[src/rtl/phase_window_stats_pkg.sv]
// Shared phase constants and FSM encoding for the phase window statistics block.
package phase_window_stats_pkg;

    // Phase words are signed 0.1 degree units.
    localparam int PHASE_W    = 16;
    localparam int PHASE_HALF = 1800;
    localparam int PHASE_FULL = 3600;

    // Width for sums of two phases (|x| <= 3600) before folding back.
    localparam int WRAP_W = 17;

    // Width of the window sample counter (N up to 512).
    localparam int COUNT_W = 10;

    typedef enum logic [1:0] {
        StIdle   = 2'd0,
        StAccum  = 2'd1,
        StFinish = 2'd2,
        StOutput = 2'd3
    } state_e;

endpackage

[src/rtl/phase_wrap_3600.sv]
// Folds a phase sum in (-5400, 5400) into the half-open circle (-1800, 1800].
module phase_wrap_3600
    import phase_window_stats_pkg::*;
#(
    parameter int IN_W = WRAP_W
) (
    input  logic signed [IN_W-1:0]    raw,
    output logic signed [PHASE_W-1:0] wrapped
);

    localparam logic signed [IN_W-1:0] HALF = IN_W'(PHASE_HALF);
    localparam logic signed [IN_W-1:0] FULL = IN_W'(PHASE_FULL);

    logic signed [IN_W-1:0] adj;

    // One fold suffices: every caller adds two in-range phases.
    always_comb begin
        adj = raw;
        if (raw > HALF) begin
            adj = raw - FULL;
        end else if (raw <= -HALF) begin
            adj = raw + FULL;
        end
    end

    assign wrapped = PHASE_W'(adj);

endmodule

[src/rtl/phase_window_stats.sv]
// Windowed circular statistics (mean, min, max, peak-to-peak) of a phase stream.
// Deltas are taken against the first sample of each window, so the statistics
// stay correct across the +/-180 degree seam.
module phase_window_stats
    import phase_window_stats_pkg::*;
#(
    parameter int ACC_W = 24,
    parameter int CNT_W = 8
) (
    input  logic                     clk,
    input  logic                     rst_n,
    input  logic signed [15:0]       phase_diff,
    input  logic                     phase_valid,
    input  logic [7:0]               phase_confidence,
    input  logic                     enable,
    input  logic                     clear,
    input  logic [7:0]               conf_threshold,
    input  logic [2:0]               win_log2,
    output logic signed [15:0]       mean_phase,
    output logic signed [15:0]       min_phase,
    output logic signed [15:0]       max_phase,
    output logic [11:0]              pp_phase,
    output logic                     stats_valid,
    output logic [CNT_W-1:0]         reject_cnt,
    output logic [CNT_W-1:0]         overrun_cnt,
    output logic                     busy
);

    localparam logic signed [PHASE_W-1:0] HALF_P  = PHASE_W'(PHASE_HALF);
    localparam logic [CNT_W-1:0]          CNT_MAX = '1;

    state_e state_q, state_d;

    // Window accumulation state
    logic signed [PHASE_W-1:0] ref_q;
    logic signed [PHASE_W-1:0] dmin_q;
    logic signed [PHASE_W-1:0] dmax_q;
    logic signed [ACC_W-1:0]   sum_q;
    logic [COUNT_W-1:0]        count_q;
    logic [3:0]                log2n_q;

    // Results computed in FINISH, published in OUTPUT
    logic signed [PHASE_W-1:0] res_mean_q;
    logic signed [PHASE_W-1:0] res_min_q;
    logic signed [PHASE_W-1:0] res_max_q;
    logic [11:0]               res_pp_q;

    logic conf_ok, range_ok, sample_req, sample_ok, reject, overrun, last;
    logic [COUNT_W-1:0] n_len;

    assign range_ok   = (phase_diff >= -HALF_P) && (phase_diff <= HALF_P);
    assign conf_ok    = phase_confidence >= conf_threshold;
    // clear discards any coincident sample without counting it
    assign sample_req = phase_valid && enable && !clear;
    assign sample_ok  = sample_req && conf_ok && range_ok;
    assign reject     = sample_req && !(conf_ok && range_ok);
    assign overrun    = sample_ok && ((state_q == StFinish) || (state_q == StOutput));
    assign n_len      = COUNT_W'(1) << log2n_q;
    assign last       = (count_q + COUNT_W'(1)) == n_len;
    assign busy       = (state_q != StIdle);

    // Delta of the incoming sample against the window reference
    logic signed [WRAP_W-1:0]  delta_raw;
    logic signed [PHASE_W-1:0] delta;

    assign delta_raw = WRAP_W'(phase_diff) - WRAP_W'(ref_q);

    phase_wrap_3600 #(.IN_W(WRAP_W)) u_wrap_delta (
        .raw     (delta_raw),
        .wrapped (delta)
    );

    // Rounded mean delta: (sum + N/2) >>> log2(N)
    logic signed [ACC_W-1:0]   half_n, rounded, m_full;
    logic signed [WRAP_W-1:0]  mean_raw, min_raw, max_raw;
    logic signed [PHASE_W-1:0] mean_w, min_w, max_w;
    logic [PHASE_W-1:0]        pp_full;

    assign half_n   = ACC_W'(n_len >> 1);
    assign rounded  = sum_q + half_n;
    assign m_full   = rounded >>> log2n_q;
    assign mean_raw = WRAP_W'(ref_q) + WRAP_W'(m_full);
    assign min_raw  = WRAP_W'(ref_q) + WRAP_W'(dmin_q);
    assign max_raw  = WRAP_W'(ref_q) + WRAP_W'(dmax_q);
    assign pp_full  = dmax_q - dmin_q;

    phase_wrap_3600 #(.IN_W(WRAP_W)) u_wrap_mean (
        .raw     (mean_raw),
        .wrapped (mean_w)
    );

    phase_wrap_3600 #(.IN_W(WRAP_W)) u_wrap_min (
        .raw     (min_raw),
        .wrapped (min_w)
    );

    phase_wrap_3600 #(.IN_W(WRAP_W)) u_wrap_max (
        .raw     (max_raw),
        .wrapped (max_w)
    );

    // State register
    always_ff @(posedge clk or negedge rst_n) begin
        if (!rst_n) begin
            state_q <= StIdle;
        end else begin
            state_q <= state_d;
        end
    end

    // Next-state logic; clear and enable loss abort back to IDLE
    always_comb begin
        state_d = state_q;
        case (state_q)
            StIdle:   if (sample_ok) state_d = StAccum;
            StAccum: begin
                if (!enable) begin
                    state_d = StIdle;
                end else if (sample_ok && last) begin
                    state_d = StFinish;
                end
            end
            StFinish: state_d = StOutput;
            StOutput: state_d = StIdle;
            default:  state_d = StIdle;
        endcase
        if (clear) state_d = StIdle;
    end

    // Window accumulation and result staging
    always_ff @(posedge clk or negedge rst_n) begin
        if (!rst_n) begin
            ref_q      <= '0;
            dmin_q     <= '0;
            dmax_q     <= '0;
            sum_q      <= '0;
            count_q    <= '0;
            log2n_q    <= '0;
            res_mean_q <= '0;
            res_min_q  <= '0;
            res_max_q  <= '0;
            res_pp_q   <= '0;
        end else if (clear) begin
            ref_q      <= '0;
            dmin_q     <= '0;
            dmax_q     <= '0;
            sum_q      <= '0;
            count_q    <= '0;
            log2n_q    <= '0;
            res_mean_q <= '0;
            res_min_q  <= '0;
            res_max_q  <= '0;
            res_pp_q   <= '0;
        end else begin
            if ((state_q == StIdle) && sample_ok) begin
                ref_q   <= phase_diff;
                log2n_q <= {1'b0, win_log2} + 4'd2;
                sum_q   <= '0;
                dmin_q  <= '0;
                dmax_q  <= '0;
                count_q <= COUNT_W'(1);
            end else if ((state_q == StAccum) && sample_ok) begin
                sum_q <= sum_q + ACC_W'(delta);
                if (delta < dmin_q) dmin_q <= delta;
                if (delta > dmax_q) dmax_q <= delta;
                count_q <= count_q + COUNT_W'(1);
            end
            if (state_q == StFinish) begin
                res_mean_q <= mean_w;
                res_min_q  <= min_w;
                res_max_q  <= max_w;
                res_pp_q   <= 12'(pp_full);
            end
        end
    end

    // Published statistics and saturating event counters
    always_ff @(posedge clk or negedge rst_n) begin
        if (!rst_n) begin
            mean_phase  <= '0;
            min_phase   <= '0;
            max_phase   <= '0;
            pp_phase    <= '0;
            stats_valid <= 1'b0;
            reject_cnt  <= '0;
            overrun_cnt <= '0;
        end else if (clear) begin
            mean_phase  <= '0;
            min_phase   <= '0;
            max_phase   <= '0;
            pp_phase    <= '0;
            stats_valid <= 1'b0;
            reject_cnt  <= '0;
            overrun_cnt <= '0;
        end else begin
            stats_valid <= 1'b0;
            if (state_q == StOutput) begin
                mean_phase  <= res_mean_q;
                min_phase   <= res_min_q;
                max_phase   <= res_max_q;
                pp_phase    <= res_pp_q;
                stats_valid <= 1'b1;
            end
            if (reject && (reject_cnt != CNT_MAX)) begin
                reject_cnt <= reject_cnt + CNT_W'(1);
            end
            if (overrun && (overrun_cnt != CNT_MAX)) begin
                overrun_cnt <= overrun_cnt + CNT_W'(1);
            end
        end
    end

endmodule

[config.mk]
export PLATFORM = sky130hd
export DESIGN_NAME = phase_window_stats
export DESIGN_NICKNAME = d
export VERILOG_FILES = /design/src/rtl/phase_window_stats_pkg.sv /design/src/rtl/phase_wrap_3600.sv /design/src/rtl/phase_window_stats.sv
export SDC_FILE = /design/constraint.sdc
export NUM_CORES = 1
export LEC_CHECK = 0
export CAP_MARGIN = 40
export CORE_MARGIN = 3
export CORE_UTILIZATION = 25
export DETAILED_ROUTE_END_ITERATION = 10
export PLACE_DENSITY = 0.45
export SKIP_CTS_REPAIR_TIMING = 1
export SLEW_MARGIN = 20
export SYNTH_ARGS = -nofsm -noshare
export SYNTH_HDL_FRONTEND = slang
export SYNTH_SLANG_ARGS = --single-unit
[constraint.sdc]
create_clock -name clk -period 8 [get_ports clk]
set_input_delay 2.4 -clock clk [delete_from_list [all_inputs] [get_ports clk]]
set_output_delay 2.4 -clock clk [all_outputs]
set_load 0.03 [all_outputs]
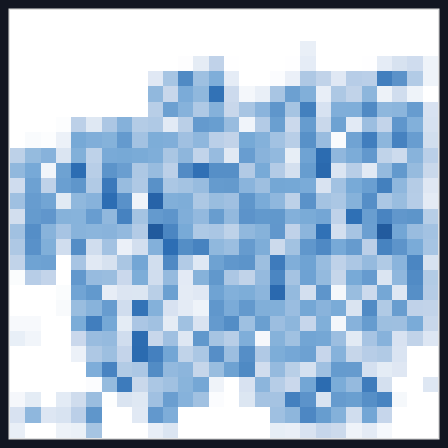
Figure 1: run 1, placement density heat map.
28 x 28 tiles, from white (low) to dark blue (high), 0 to 100% covered.
nearly empty tiles: 26%
fullest tile: 83%
emptiest ninth of the die: top left
tiles over 75% full: 1.5%
Final Core Density: 0.321
fp util: 0.254
Core Region: 73300 µm²

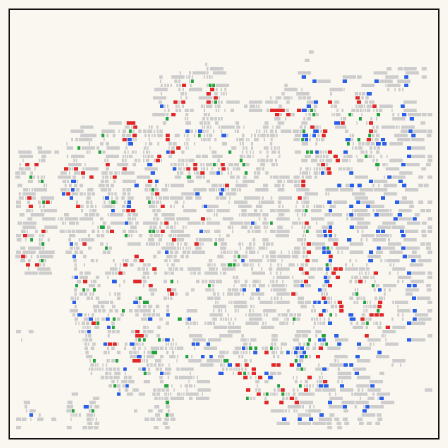
Figure 2: run 1, logic cells by family.
| colour | family | cells |
|---|---|---|
| green | AND and OR gates | 103 |
| blue | AND-OR and OR-AND gates | 190 |
| red | XOR/XNOR gates | 150 |
Commonest Layout Cell: nand2_1
post-route insts no fill: 3461

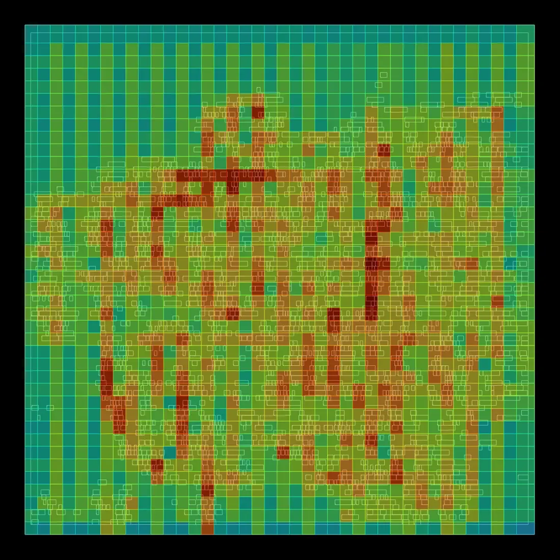
Figure 3: run 1, routing congestion map.
met2 usage: 0.242
DR WL/cell: 18.1 µm
GR Util met1: 0.222
Top Usage Layer GRT: met2
GR Layer Usage met3: 0.0304

==> Slide: Implementation Results, run 1 <==
Flow Results at a Glance

Status
  – Status: finished clean

Clock network
  – Maximum level of the CTS H-tree: 1
  – Clock-pin slew on the worst setup and hold paths: approximately 0.060 ns
  – CTS Root Cell: clkbuf_16
  – Num CTS Buffers: 29
  – TritonCTS clock tree: built

Synthesis
  – Synthesized area: 18600 µm²
  – Unique cell types: 101
  – Yosys Warn Count: 0
  – Number of cells in Yosys stat: 2195
  – Biggest area cells: dfrtp_1, ha_1, nand2_1, xnor2_1, o21ai_0
  – Max-area cell share: 0.302
  – Mapped Avg Cell Area: 8.49 µm²
  – Yosys Chip Area: 18600 µm²
  – Yosys reg bits: between 200 and 250
  – Syn_nets: 2402
  – Top_reg_cell synth: dfrtp_1
  – Cells after Synth: 2195
  – Synth Seq Share: 0.302
  – Cell type with the largest total area: dfrtp_1

Timing
  – Tmin final: slightly below 8 ns
  – Fmax: around 130 MHz
  – Final Hold Viols: 0
  – Max-slew violations: 0
  – Max_slew headroom: 0.456
  – Worst-Margin Slew: approximately 0.81 ns
  – Worst setup margin: 0.311 ns
  – RSZ-0062 raised after global routing: yes

Setup path
  – Flop2flop setup slack: 0.63 ns
  – Worst Path Class, Setup: input port to flip-flop
  – RR Startpoint: log2n_q[2]
  – Worst Setup End Kind: flip-flop
  – Worst reg2reg path endpoint: res_mean_q[7]
  – Crit Path Max Fanout: 3
  – Nature of the critical path startpoint: input port
  – Critical Path Sink: sum_q[23]
  – Crit path DRT: 8.49 ns
  – R2R depth: 31

Flow run
  – Max-cap viol count: 0

Cells and area
  – Area Growth Syn to Fin: 26.5%
  – Nets@finish: between 2000 and 3000
  – Finished layout cell area: ~24000 µm²
  – ANT cells: 0

Global route
  – Remaining Overflow, GRT: 0
  – All-Layer GR Usage: 0.158
  – First-pass GRT wire length: 98.0 mm
  – Vias in the first global route: 16900
  – Largest net degree at the start of global routing: around 130
  – Initial antenna violation count: 1

Floorplan
  – Die X: 279 µm
  – Die Span Y: 279 µm
  – I/O pins: 118

Power
  – Total power: 0.00586 W
  – Worst vdd ir: 0.000185 V

Route
  – Vias/cell: 5.00
  – Detailed Route WL: 62.7 mm
  – Post-route ant nets: 0
  – Pre-Repair DR Iteration Count: 5

Placed design
  – DPL Wire Length: 49.6 mm
  – Placed cell count: 3395
  – Routability Congestion: 0.888
  – Pre-CTS setup slack: -0.608 ns
  – Buffers added on ports: 117

Hold path
  – Worst hold-check path type: flip-flop to flip-flop
  – Hold Crit Endpoint: res_mean_q[5]
  – Hold Path Depth: 2
-- run 1: cell type report --
cell class	instances	area [µm²]
repair buffers	337	2870
clock buffers	42	835
clock inverters	10	170
flip-flops and latches	225	5630
multi-input cells	1759	12400
fillers	7702	49800
inverters	129	484
well taps	959	1200
-- run 1: worst max-delay path, stage by stage --
cell             delay, ns
clkdlybuf4s50_1       0.50
inv_1                 0.06
ha_1                  0.21
inv_1                 0.07
fa_1                  0.19
a21o_1                0.17
a21oi_4               0.08
o211ai_1              0.29
nand3_1               0.17
or3_4                 0.42
a21oi_4               0.20
nand4_2               0.14
buf_4                 0.18
or4_4                 0.48
a41oi_2               0.20
xnor2_1               0.19
ha_1                  0.31
and3_1                0.19
o41ai_4               0.33
a21boi_2              0.12
o41ai_2               0.27
nor3_1                0.11
nor3_2                0.22
nor3_1                0.06
or4b_1                0.50
o211ai_1              0.11
-- run 1: report_power, final --
group / internal [W] / leakage, nW / switching, W / total, W
Sequential: 0.00127 / 3.08 / 0.000202 / 0.00147
Clock: 0.000850 / 0.487 / 0.000537 / 0.00139
Combinational: 0.00133 / 7.15 / 0.00167 / 0.00301
Total: 0.00345 / 10.7 / 0.00241 / 0.00586
-- run 1: logic make-up (layout without fill, tap and decap cells) --
logic type      after synthesis  in the layout  synth area share
buf+inv                     211            518            0.0437
flops                       225            225             0.302
mux                          49             49            0.0285
xor+xnor                    150            150            0.0719
compound gates              704            704             0.260
fa+ha+maj                   167            167             0.115
simple gates                689            689             0.179
-- run 1: state kept, by name (all words and copies together), names as in the netlist --
signal	cells
count_q	10
dmax_q	16
dmin_q	16
log2n_q	4
max_phase	16
mean_phase	16
min_phase	16
overrun_cnt	8
pp_phase	12
ref_q	16
reject_cnt	8
res_max_q	16
res_mean_q	16
res_min_q	16
res_pp_q	12
state_q	2
stats_valid	1
sum_q	24
-- run 1: cells in the final DEF (no fill, tap or decap), drive strengths merged, types with 12 or more instances in the layout --
master / count
a211oi: 31
a21o: 50
a21oi: 126
a22o: 79
a31oi: 14
and2: 15
and3: 29
buf: 220
clkbuf: 44
clkdlybuf4s50: 115
dfrtp: 225
ha: 160
inv: 130
mux2: 12
mux2i: 35
nand2: 239
nand2b: 33
nand3: 57
nand4: 19
nor2: 147
nor2b: 27
nor3: 38
nor4: 14
o211ai: 24
o21a: 18
o21ai: 194
o21bai: 12
o22ai: 16
o31ai: 36
or2: 18
or3: 28
xnor2: 94
xor2: 56
-- run 1: synth_stat cells, types with 55 or more instances --
master and n:
xnor2_1 93, a21oi_1 122, o21ai_0 162, a22o_1 79
inv_1 128, ha_1 160, dfrtp_1 225, xor2_1 55
nor2_1 147, nand3_1 56, nand2_1 239, clkbuf_1 66
-- run 1: routing by layer --
layer  up-vias  track usage  wire length [µm]
met5         -            0                 0
met1      8275        0.222             30600
met2       323        0.242             27100
met3        89       0.0304              2990
li1       8615            -                 -
met4         0       0.0501              2010
-- run 1: per-stage QoR --
step,hold slack (ns),util,setup TNS [ns]
floorplan,0.449,-,0
global placement,0.464,0.304,-11.21
detailed placement,0.474,0.304,-12.55
CTS,0.487,0.318,-0.0129
global route,0.512,0.321,-0.0554
finish,0.482,0.321,0
--- run 2 (diff from run 1) ---
--- a/config.mk
+++ b/config.mk
@@ -11,7 +11,6 @@
 export DETAILED_ROUTE_END_ITERATION = 10
 export PLACE_DENSITY = 0.45
 export SKIP_CTS_REPAIR_TIMING = 1
-export SLEW_MARGIN = 20
 export SYNTH_ARGS = -nofsm -noshare
 export SYNTH_HDL_FRONTEND = slang
 export SYNTH_SLANG_ARGS = --single-unit
==> run 2 against run 1 <==
  * Via count grew 0.32%
  * Final cell count is essentially flat
  * Clock skew grew 0.0022 ns
  * First-iteration DRC count shrank 5.8%
  * Critical endpoint unchanged
  * Largest power group unchanged
==> Slide: Implementation Results, run 2 <==
Flow Results at a Glance

Clock network
  – Maximum level of the CTS H-tree: 1
  – TritonCTS clock tree: built
  – Clock-pin slew on the worst setup and hold paths: around 0.06 ns
  – Num CTS Buffers: 29
  – CTS Root Cell: clkbuf_16
  – Max clock buf depth: 3

Status
  – Status: finished clean

Power
  – Total power: 0.00586 W
  – Worst vdd ir: 0.000184 V
  – LEAKAGE: 10.7 nW

Floorplan
  – Die Span Y: 279 µm
  – Site Rows: 99
  – Fp util: 0.254
  – I/O pins: approximately 120
  – Core Region: 73300 µm²
  – Die X: 279 µm

Cells and area
  – Most flops, register: sum_q
  – Max reg flops: 24
  – Area Growth Syn to Fin: 26.5%
  – Most frequent cells in the layout: nand2_1, dfrtp_1, buf_4
  – Nets@finish: 2686
  – Commonest Layout Cell: nand2_1
  – Finished layout cell area: around 24000 µm²

Setup path
  – Crit path DRT: 8.49 ns
  – Worst Setup End Kind: flip-flop
  – Worst Path Class, Setup: input port to flip-flop
  – Nature of the critical path startpoint: input port
  – Crit Path Max Fanout: 3

Synthesis
  – Top-count cell post-synth: nand2_1
  – Syn_nets: around 2400
  – Yosys reg bits: 225
  – Yosys Chip Area: around 19000 µm²
  – Unique cell types: 101
  – Ys async rst share: 1.00
  – Cell type with the largest total area: dfrtp_1
  – Synth Seq Share: 0.302
  – Mapped Avg Cell Area: 8.49 µm²
  – Number of cells in Yosys stat: approximately 2200
  – Synth top cells by count: nand2_1, dfrtp_1, o21ai_0
  – Yosys Warn Count: 0
  – Biggest area cells: dfrtp_1, ha_1, nand2_1, xnor2_1, o21ai_0
  – Max-area cell share: 0.302
  – Cells after Synth: 2195
  – Synthesized area: roughly 19000 µm²
  – Top_reg_cell synth: dfrtp_1

Hold path
  – Worst hold-check path type: flip-flop to flip-flop

Route
  – M1 WL: between 30 and 40 mm
  – Met3 routed WL: 3.23 mm
  – Wire length on met2: around 27 mm
  – Vias/cell: 5.02
  – DR top layer: met4
  – Pre-Repair DR Iteration Count: 6
  – Post-route ant nets: 0

Timing
  – Tmin final: approximately 7.7 ns
  – Max-slew violations: 0
  – Max_slew headroom: 0.423
  – Worst-Margin Slew: 0.860 ns
  – Final Hold Viols: 0
  – Fmax: 130 MHz
  – RSZ-0062 raised after global routing: yes

Flow run
  – Max-cap viol count: 0

Global route
  – Remaining Overflow, GRT: 0
  – First-pass GRT wire length: slightly below 100 mm
  – Largest net degree at the start of global routing: 127
  – Initial antenna violation count: 1
  – Vias in the first global route: 16900

Placed design
  – DPL Wire Length: 49.6 mm
  – Routability Congestion: 0.888
  – Buffers added on ports: roughly 120
## run 2: cell counts after synthesis
No cell type changed its count.
## run 2: critical path, stage by stage
cell             delay (ns)
clkdlybuf4s50_1        0.50
inv_1                  0.06
ha_1                   0.21
inv_1                  0.07
fa_1                   0.19
a21o_1                 0.17
a21oi_4                0.08
o211ai_1               0.29
nand3_1                0.17
or3_4                  0.42
a21oi_4                0.20
nand4_2                0.14
buf_4                  0.18
or4_4                  0.48
a41oi_2                0.20
xnor2_1                0.19
ha_1                   0.31
and3_1                 0.19
o41ai_4                0.33
a21boi_2               0.12
o41ai_2                0.27
nor3_1                 0.11
nor3_2                 0.22
nor3_1                 0.06
or4b_1                 0.49
o211ai_1               0.10
## run 2: power breakdown
| group | switching (W) | internal, W | total [W] |
|---|---|---|---|
| clock | 0.000538 | 0.000850 | 0.00139 |
| sequential | 0.000204 | 0.00127 | 0.00147 |
| combinational | 0.00167 | 0.00133 | 0.00300 |
## run 2: logic make-up (layout without fill, tap and decap cells)
group,count (synthesis),in the layout,share of synthesized area
AND-OR/OR-AND,704,704,0.260
XOR/XNOR,150,150,0.0719
adder cells (fa/ha/maj),167,167,0.115
buffers and inverters,211,516,0.0437
flip-flops,225,225,0.302
multiplexers,49,49,0.0285
other,0,1,0
AND/OR/NAND/NOR,689,689,0.179
## run 2: layout make-up
type                    instances  area, µm²
inverters                     129        484
fillers                      7702      49800
flip-flops and latches        225       5630
well taps                     959       1200
multi-input cells            1759      12400
repair buffers                335       2860
diodes                          1       2.50
clock buffers                  42        835
clock inverters                10        170
## run 2: worst paths after layout
path,startpoint,to,slack (ns),cells after the start
worst max-delay path,phase_diff[0],sum_q[23],0.33,26
worst min-delay path,res_pp_q[0],res_pp_q[0],0.48,2
worst max register to register,log2n_q[2],res_mean_q[7],0.61,31
worst min register to register,res_pp_q[0],res_pp_q[0],0.48,2
max in group asynchronous,rst_n,reject_cnt[4],4.91,2
min in group asynchronous,rst_n,max_phase[12],1.81,1
## run 2: through the flow
stage,hold WS [ns],setup TNS [ns],instances,worst slack [ns]
2_1_floorplan,0.449,0,2195,0.267
3_3_place_gp,0.464,-11.21,3394,-0.558
3_5_place_dp,0.474,-12.55,3395,-0.608
4_1_cts,0.487,-0.0129,3447,-0.0129
5_1_grt,0.512,-0.0554,3459,-0.0554
6_report,0.483,0,3460,0.330
## run 2: routing by layer
layer / up-vias / GRT usage
met1: 8262 / 0.222
li1: 8608 / -
met5: - / 0
met3: 92 / 0.0304
met4: 0 / 0.0501
met2: 395 / 0.242
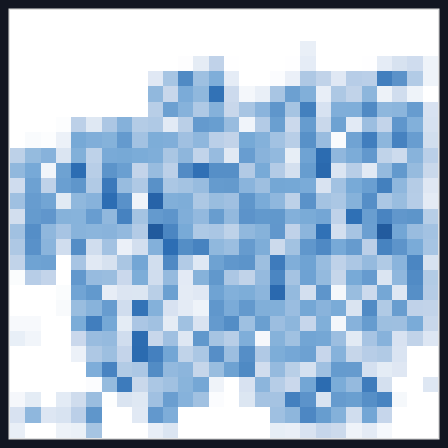
Figure 4: run 2, placement density heat map.
28 x 28 tiles, from white (low) to dark blue (high), 0 to 100% covered.
tiles over 75% full: 1.5%
fullest tile: 83%
nearly empty tiles: 26%
mean over tiles: 29%
emptiest ninth of the die: top left
Final Core Density: 0.321

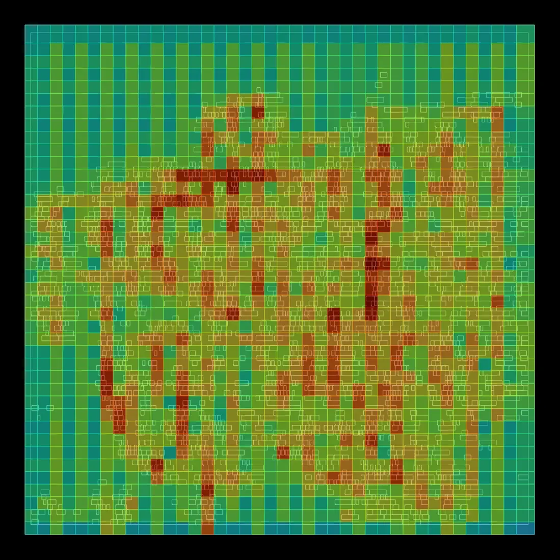
Figure 5: run 2, routing congestion map.
All-Layer GR Usage: 0.158
DR WL/cell: 18.1 µm

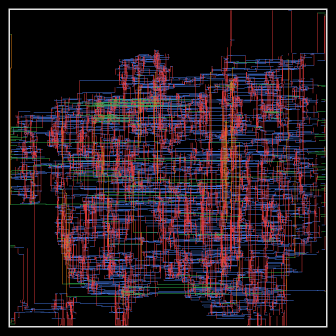
Figure 6: run 2, routed metal, one colour a layer.
| colour | layer | wire length |
|---|---|---|
| green | metal 3 | 3230 µm |
| blue | metal 1 | 30.5 mm |
| red | metal 2 | 27.0 mm |
| orange | metal 4 | 2020 µm |
Detailed Route WL: 62.7 mm
total number of vias: 17400

--- run 3 (diff from run 2) ---
--- a/config.mk
+++ b/config.mk
@@ -10,7 +10,6 @@
 export CORE_UTILIZATION = 25
 export DETAILED_ROUTE_END_ITERATION = 10
 export PLACE_DENSITY = 0.45
-export SKIP_CTS_REPAIR_TIMING = 1
 export SYNTH_ARGS = -nofsm -noshare
 export SYNTH_HDL_FRONTEND = slang
 export SYNTH_SLANG_ARGS = --single-unit
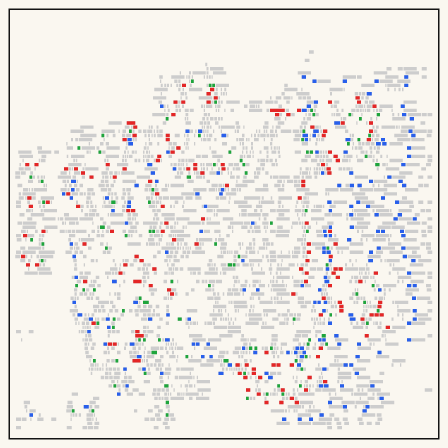
Figure 7: run 3, logic cells by family.
| colour | family | cells |
|---|---|---|
| blue | AND-OR and OR-AND gates | 190 |
| red | XOR/XNOR gates | 150 |
| green | AND and OR gates | 103 |
Comb area share: 0.526
post-route insts no fill: 3460

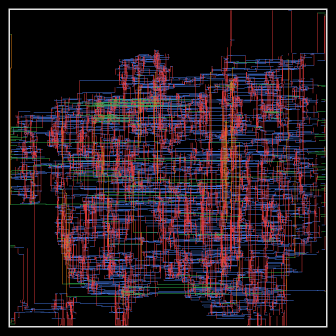
Figure 8: run 3, routed metal, one colour a layer.
| colour | layer | wire length |
|---|---|---|
| red | metal 2 | 27.0 mm |
| blue | metal 1 | 30.5 mm |
| green | metal 3 | 3230 µm |
| orange | metal 4 | 2020 µm |

==> run 3 against run 2 <==
  * Register-to-register slack about the same
  * First-iteration DRC count unchanged
  * Non-clock buffer count unchanged
  * Synthesized area unchanged
  * Clock power about the same
  * Final cell count unchanged
  * Critical path type unchanged
  * Largest cell class unchanged
==> Slide: Implementation Results, run 3 <==
Flow Results at a Glance

Floorplan
  – Die X: 279 µm
  – Core Region: 73300 µm²
  – I/O pins: 118
  – Fp util: 0.254
  – Site Rows: 99
  – Die Span Y: between 200 and 300 µm

Global route
  – Initial antenna violation count: 1
  – Largest net degree at the start of global routing: between 100 and 150
  – Remaining Overflow, GRT: 0
  – Vias in the first global route: 16900
  – All-Layer GR Usage: 0.158
  – First-pass GRT wire length: 98.0 mm

Cells and area
  – Max reg flops: 24
  – Nets@finish: 2686
  – Most frequent cells in the layout: nand2_1, dfrtp_1, buf_4
  – Logic cell area: about 12000 µm²
  – Register Area: 5630 µm²
  – Finished layout cell area: 23600 µm²
  – Area Growth Syn to Fin: 26.5%
  – Commonest Layout Cell: nand2_1
  – # fillers: 7702
  – Most flops, register: sum_q

Clock network
  – CTS Root Cell: clkbuf_16
  – Num CTS Buffers: 29
  – # clock sinks: 225
  – TritonCTS clock tree: built
  – Skew-Pair Late Insertion Delay: 0.61 ns
  – Maximum level of the CTS H-tree: 1
  – Clock-pin slew on the worst setup and hold paths: 0.06 ns
  – Max clock buf depth: 3

Setup path
  – Crit path DRT: 8.49 ns
  – CP Buf/Inv Count: 4
  – CP peak stage delay: approximately 0.5 ns
  – Crit Path Max Fanout: 3
  – Critical-path top delay cell: clkdlybuf4s50_1
  – Nature of the critical path startpoint: input port
  – Worst Setup End Kind: flip-flop
  – Top delay family on crit path: simple AND/OR/NAND/NOR gates
  – Worst Path Class, Setup: input port to flip-flop

Synthesis
  – Cells after Synth: approximately 2200
  – Syn_nets: 2402
  – Biggest area cells: dfrtp_1, ha_1, nand2_1, xnor2_1, o21ai_0
  – Unique cell types: 101
  – Synth Seq Share: 0.302
  – Yosys reg bits: 225
  – Max-area cell share: 0.302
  – Cell type with the largest total area: dfrtp_1
  – Yosys Warn Count: 0
  – Top-count cell post-synth: nand2_1
  – Ys async rst share: 1.00
  – Yosys Chip Area: 18600 µm²
  – Top_reg_cell synth: dfrtp_1
  – Synth top cells by count: nand2_1, dfrtp_1, o21ai_0
  – Synthesized area: 18600 µm²
  – Mapped Avg Cell Area: 8.49 µm²
  – EDFF count, synth: 0
  – Number of cells in Yosys stat: about 2200

Route
  – DRC: 0
  – Post-route ant nets: 0
  – DR WL/cell: about 18 µm
  – Detailed Route WL: 62.7 mm
  – Pre-Repair DR Iteration Count: 6
  – Total number of vias: 17400
  – Vias/cell: 5.02

Status
  – Status: finished clean

Hold path
  – Worst hold-check path type: flip-flop to flip-flop

Placed design
  – Buffers added on ports: 117
  – DPL Wire Length: 49.6 mm
  – Routability Congestion: 0.888
  – Pre-CTS setup slack: -0.608 ns
  – Dpl cell area: 22300 µm²

Flow run
  – Max-cap viol count: 0
  – OpenROAD warnings: 39

Timing
  – Worst-Margin Slew: 0.860 ns
  – Final Hold Viols: 0
  – Final Skew: 0.0425 ns
  – TNS Setup: 0 ns
  – Max_slew headroom: 0.423
  – Max-slew violations: 0
  – Hold slack: around 0.48 ns
  – Worst setup margin: 0.330 ns
  – Fmax: 130 MHz
  – RSZ-0062 raised after global routing: yes
  – Tmin final: 7.67 ns

Power
  – Worst vdd ir: 0.000184 V
  – LEAKAGE: about 11 nW
  – Cell Pwr Density: 249 nW/µm²
  – Total power: 0.00586 W
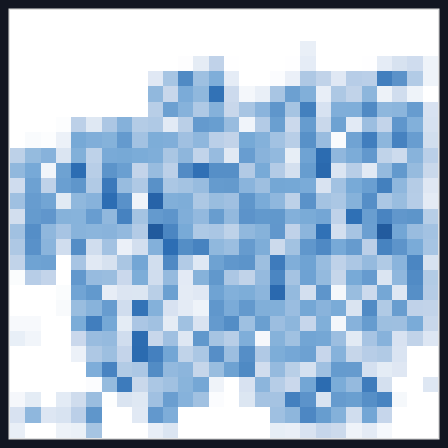
Figure 9: run 3, placement density heat map.
28 x 28 tiles, from white (low) to dark blue (high), 0 to 100% covered.
mean over tiles: 29%
fullest tile: 83%
nearly empty tiles: 26%
tiles over 75% full: 1.5%

[run 3: cell counts after synthesis]
Identical to the previous run, type by type.
[run 3: repair_timing]
| item | CTS | global route |
|---|---|---|
| setup endpoints to repair | 1 | 51 |
| pin swaps | 0 | 16 |
| hold endpoints to repair | 0 | 0 |
| buffers inserted | 0 | 11 |
| resized | 1 | 28 |
| cloned | 0 | 0 |
[run 3: final timing paths]
check                           slack, ns  depth (start not counted)           from            end
max in group asynchronous            4.91                          2          rst_n  reject_cnt[4]
worst max register to register       0.61                         31     log2n_q[2]  res_mean_q[7]
worst min-delay path                 0.48                          2    res_pp_q[0]    res_pp_q[0]
worst min register to register       0.48                          2    res_pp_q[0]    res_pp_q[0]
min in group asynchronous            1.81                          1          rst_n  max_phase[12]
worst max-delay path                 0.33                         26  phase_diff[0]      sum_q[23]
[run 3: final cells by class]
cell class | count | share of cell area
multi-input cells | 1759 | 0.526
flip-flops and latches | 225 | 0.239
repair buffers | 335 | 0.121
well taps | 959 | 0.0509
clock buffers | 42 | 0.0354
inverters | 129 | 0.0206
clock inverters | 10 | 0.00722
diodes | 1 | 0.000106
[run 3: cells by family after synthesis]
family	after synthesis	synth area share
flops	225	0.302
fa+ha+maj	167	0.115
simple gates	689	0.179
xor+xnor	150	0.0719
compound gates	704	0.260
buf+inv	211	0.0437
mux	49	0.0285
[run 3: through the flow]
stage,std cells,utilization
after floorplan,2195,-
after global placement,3394,0.304
after detailed placement,3395,0.304
after CTS,3447,0.318
after global routing,3459,0.321
final,3460,0.321
[run 3: worst reg2reg max path: cells and delay by family, from the launching register on]
family / cells / cell delay [ns]
buf+inv: 3 / 0.70
compound gates: 13 / 2.81
simple gates: 9 / 1.74
mux: 1 / 0.20
flops: 1 / 0.48
fa+ha+maj: 2 / 0.60
xor+xnor: 3 / 0.77
[run 3: per-layer routing]
layer  track usage  share of wire
met1         0.222           0.49
met2         0.242           0.43
met3        0.0304          0.052
met4        0.0501          0.032
met5             0              0
[run 3: power breakdown]
part,switching [W],total (W),internal (W)
logic,0.00167,0.00300,0.00133
clock network,0.000538,0.00139,0.000850
registers,0.000204,0.00147,0.00127
Power figures rest on the tool's default switching activity, not on a simulated workload.
